Routed clock nets over the placement:
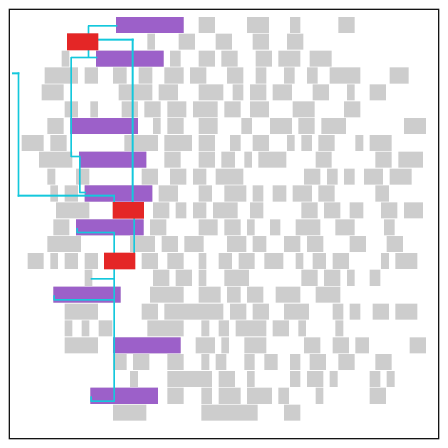
Selected gate families:
The bar under the picture is 20 um long.
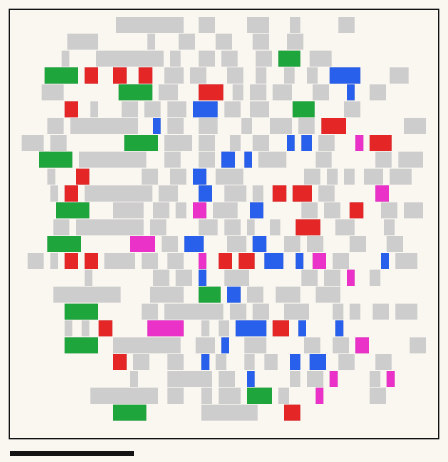
Wiring heat map:
14 x 14 tiles, from black (low) to pale yellow (high), scaled to the fullest tile. Values are wire area over tile area, all layers added.
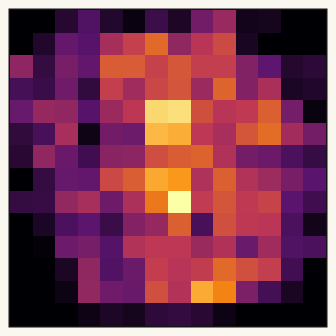
## config.mk

```make
export PLATFORM = sky130hd
export DESIGN_NAME = universal_reg
export DESIGN_NICKNAME = d
export VERILOG_FILES = /design/src/rtl/ureg_pkg.sv /design/src/rtl/ureg_bit_cell.sv /design/src/rtl/universal_reg.sv
export SDC_FILE = /design/constraint.sdc
export NUM_CORES = 1
export LEC_CHECK = 0
export CELL_PAD_IN_SITES_DETAIL_PLACEMENT = 1
export CELL_PAD_IN_SITES_GLOBAL_PLACEMENT = 2
export CORE_UTILIZATION = 27
export DETAILED_ROUTE_END_ITERATION = 10
export PLACE_DENSITY_LB_ADDON = 0.3
export SLEW_MARGIN = 5
export SYNTH_ARGS = -nofsm -noshare
export SYNTH_HDL_FRONTEND = slang
export SYNTH_HIERARCHICAL = 1
export SYNTH_SLANG_ARGS = --single-unit
```

## constraint.sdc

```tcl
create_clock -name clk -period 1.8 [get_ports clk]
set_input_delay 0.27 -clock clk [delete_from_list [all_inputs] [get_ports clk]]
set_output_delay 0.27 -clock clk [all_outputs]
set_load 0.05 [all_outputs]
```

## src/rtl/ureg_pkg.sv

```systemverilog
// Shared types for the universal datapath register.
package ureg_pkg;

    // Operation applied on a write-enabled edge
    typedef enum logic [2:0] {
        UR_HOLD = 3'd0,
        UR_LOAD = 3'd1,
        UR_SHL  = 3'd2,
        UR_SHR  = 3'd3,
        UR_ROL  = 3'd4,
        UR_ROR  = 3'd5,
        UR_INC  = 3'd6,
        UR_DEC  = 3'd7
    } ureg_mode_e;

endpackage

```

## src/rtl/ureg_bit_cell.sv

```systemverilog
// One storage bit: synchronous reset to a per-bit value, then enabled load.
module ureg_bit_cell (
    output logic q,
    input  logic clk,
    input  logic rst,
    input  logic rst_val,
    input  logic en,
    input  logic d
);

    // Reset has priority over the enable
    always_ff @(posedge clk) begin
        if (rst) begin
            q <= rst_val;
        end else if (en) begin
            q <= d;
        end
    end

endmodule

```

## src/rtl/universal_reg.sv

```systemverilog
// General datapath register: hold, load, shift, rotate, increment, decrement.
module universal_reg
    import ureg_pkg::*;
#(
    parameter int unsigned     WIDTH   = 8,
    parameter logic [WIDTH-1:0] RST_VAL = '1
) (
    input  logic             clk,
    input  logic             rst,
    input  logic             wr,
    input  ureg_mode_e       mode,
    input  logic [WIDTH-1:0] d,
    input  logic             sin,
    output logic [WIDTH-1:0] q,
    output logic             carry,
    output logic             zero
);

    localparam int unsigned SW = WIDTH + 1;

    logic [SW-1:0]    sum;
    logic [WIDTH-1:0] q_nxt;
    logic             carry_nxt;

    // WIDTH+1-bit unsigned add/subtract; the MSB is carry (INC) or borrow (DEC)
    always_comb begin
        sum = SW'(q);
        if (mode == UR_INC) begin
            sum = SW'(q) + SW'(1);
        end else if (mode == UR_DEC) begin
            sum = SW'(q) - SW'(1);
        end
    end

    // Next-state mux; HOLD feeds the current state back
    always_comb begin
        q_nxt     = q;
        carry_nxt = carry;
        case (mode)
            UR_HOLD: begin
                q_nxt     = q;
                carry_nxt = carry;
            end
            UR_LOAD: begin
                q_nxt     = d;
                carry_nxt = 1'b0;
            end
            UR_SHL: begin
                q_nxt     = {q[WIDTH-2:0], sin};
                carry_nxt = q[WIDTH-1];
            end
            UR_SHR: begin
                q_nxt     = {sin, q[WIDTH-1:1]};
                carry_nxt = q[0];
            end
            UR_ROL: begin
                q_nxt     = {q[WIDTH-2:0], q[WIDTH-1]};
                carry_nxt = q[WIDTH-1];
            end
            UR_ROR: begin
                q_nxt     = {q[0], q[WIDTH-1:1]};
                carry_nxt = q[0];
            end
            UR_INC, UR_DEC: begin
                q_nxt     = sum[WIDTH-1:0];
                carry_nxt = sum[WIDTH];
            end
        endcase
    end

    // Data bits, each resetting to its own bit of RST_VAL
    for (genvar j = 0; j < WIDTH; j++) begin : g_bit
        ureg_bit_cell u_cell (
            .q       (q[j]),
            .clk     (clk),
            .rst     (rst),
            .rst_val (RST_VAL[j]),
            .en      (wr),
            .d       (q_nxt[j])
        );
    end

    // Carry/borrow flag, reset to 0
    ureg_bit_cell u_carry (
        .q       (carry),
        .clk     (clk),
        .rst     (rst),
        .rst_val (1'b0),
        .en      (wr),
        .d       (carry_nxt)
    );

    // Zero flag follows the register contents
    always_comb begin
        zero = (q == '0);
    end

endmodule

```

==> impl_metrics.json <==
{
  "hold_buffers": 0,
  "fin_nets": 247,
  "top_area_cell_class": "logic gates",
  "worstHoldStart": "u_carry/q",
  "cts_htree_levels": 1,
  "seq_share_pct": 13.1,
  "dp_hpwl_mm": 3.45,
  "cts_buffer_depth": 2,
  "viasPerCell": 5.01,
  "clock_power_share_pct": 18.9,
  "clk_pin_slew_worst_paths_ps": 50,
  "setup_viol": 9,
  "crit_chain": "buf_6 > and2b_1 > nand4_1 > o22ai_2 > buf_4 > o21a_1 > o22a_1 > mux2_4",
  "drt_first_pass_iters": 6,
  "leakage_nw": 0.932,
  "share_comb_of_total_power_pct": 57.1,
  "met2_usage_pct": 36.1,
  "clock_skew_ps": 6.22,
  "postPlaceCellArea_sq_um": 1850,
  "reg2reg_from": "g_bit[0].u_cell/q",
  "use_met3_pct": 2.34,
  "async_flop_share_pct": 0,
  "fmax_mhz": 478,
  "setup_slack_ps": -291,
  "place_inst": 264,
  "grt_antenna_before_repair": 0,
  "num_io_pins": 25,
  "ant_nets": 0,
  "dieWidth_um": 69.0,
  "clockNetworkAreaShare_pct": 2.18,
  "met1_usage_pct": 24.4,
  "cts_buffers": 3,
  "biggestRegsByFlops": "g_bit.u_cell/q x8, u_carry/q x1",
  "whs_path_depth": 3,
  "drc_errors": 0,
  "top_power_group": "combinational cells",
  "largest_register_ffs": 8,
  "slowest_delay_ps": 430,
  "ys_sh_xor_pct": 1.44,
  "area.growth.synth_to_final_pct": 70.1,
  "n_fill_cell": 520,
  "ff_latch_area_sq_um": 270,
  "die_area_sq_um": 4770,
  "drive_gt1_share_pct": 48.9,
  "holdWs_ps": 843,
  "p_sw_share_pct": 37.9,
  "flop-count": 9,
  "grt_max_degree": 18,
  "synth_area_leader_cell": "edfxtp_1",
  "startpoint_type": "flip-flop",
  "grt.overflow.total": 0,
  "hold_violations": 0,
  "cp.arrival_ps": 2080,
  "violations": "setup timing",
  "status": "finished with violations",
  "finalCritPeriodShare_pct": 116
}
-- 'routed clock nets over the placement' (at the start) --
legend:
  clock wires:
    colour: cyan
    length: 184 um
  clock-net drivers:
    colour: red
    count: 3
  flip-flops:
    colour: purple
    count: 9
routed clock nets: 4

-- 'selected gate families' (at the start) --
legend:
  nor cells:
    colour: magenta
    cells: 12
  and/or cells:
    colour: red
    cells: 21
  nand cells:
    colour: blue
    cells: 26
  mux cells:
    colour: green
    cells: 13
Non-Filler Instances: 281
Commonest Layout Cell: buf_4
combinational share of cell area: 48.4%

-- 'wiring heat map' (at the start) --
tiles over half the peak: 25%
densest ninth of the die: centre
emptiest ninth of the die: south-west
mean over tiles: 0.15
nearly empty tiles: 13%

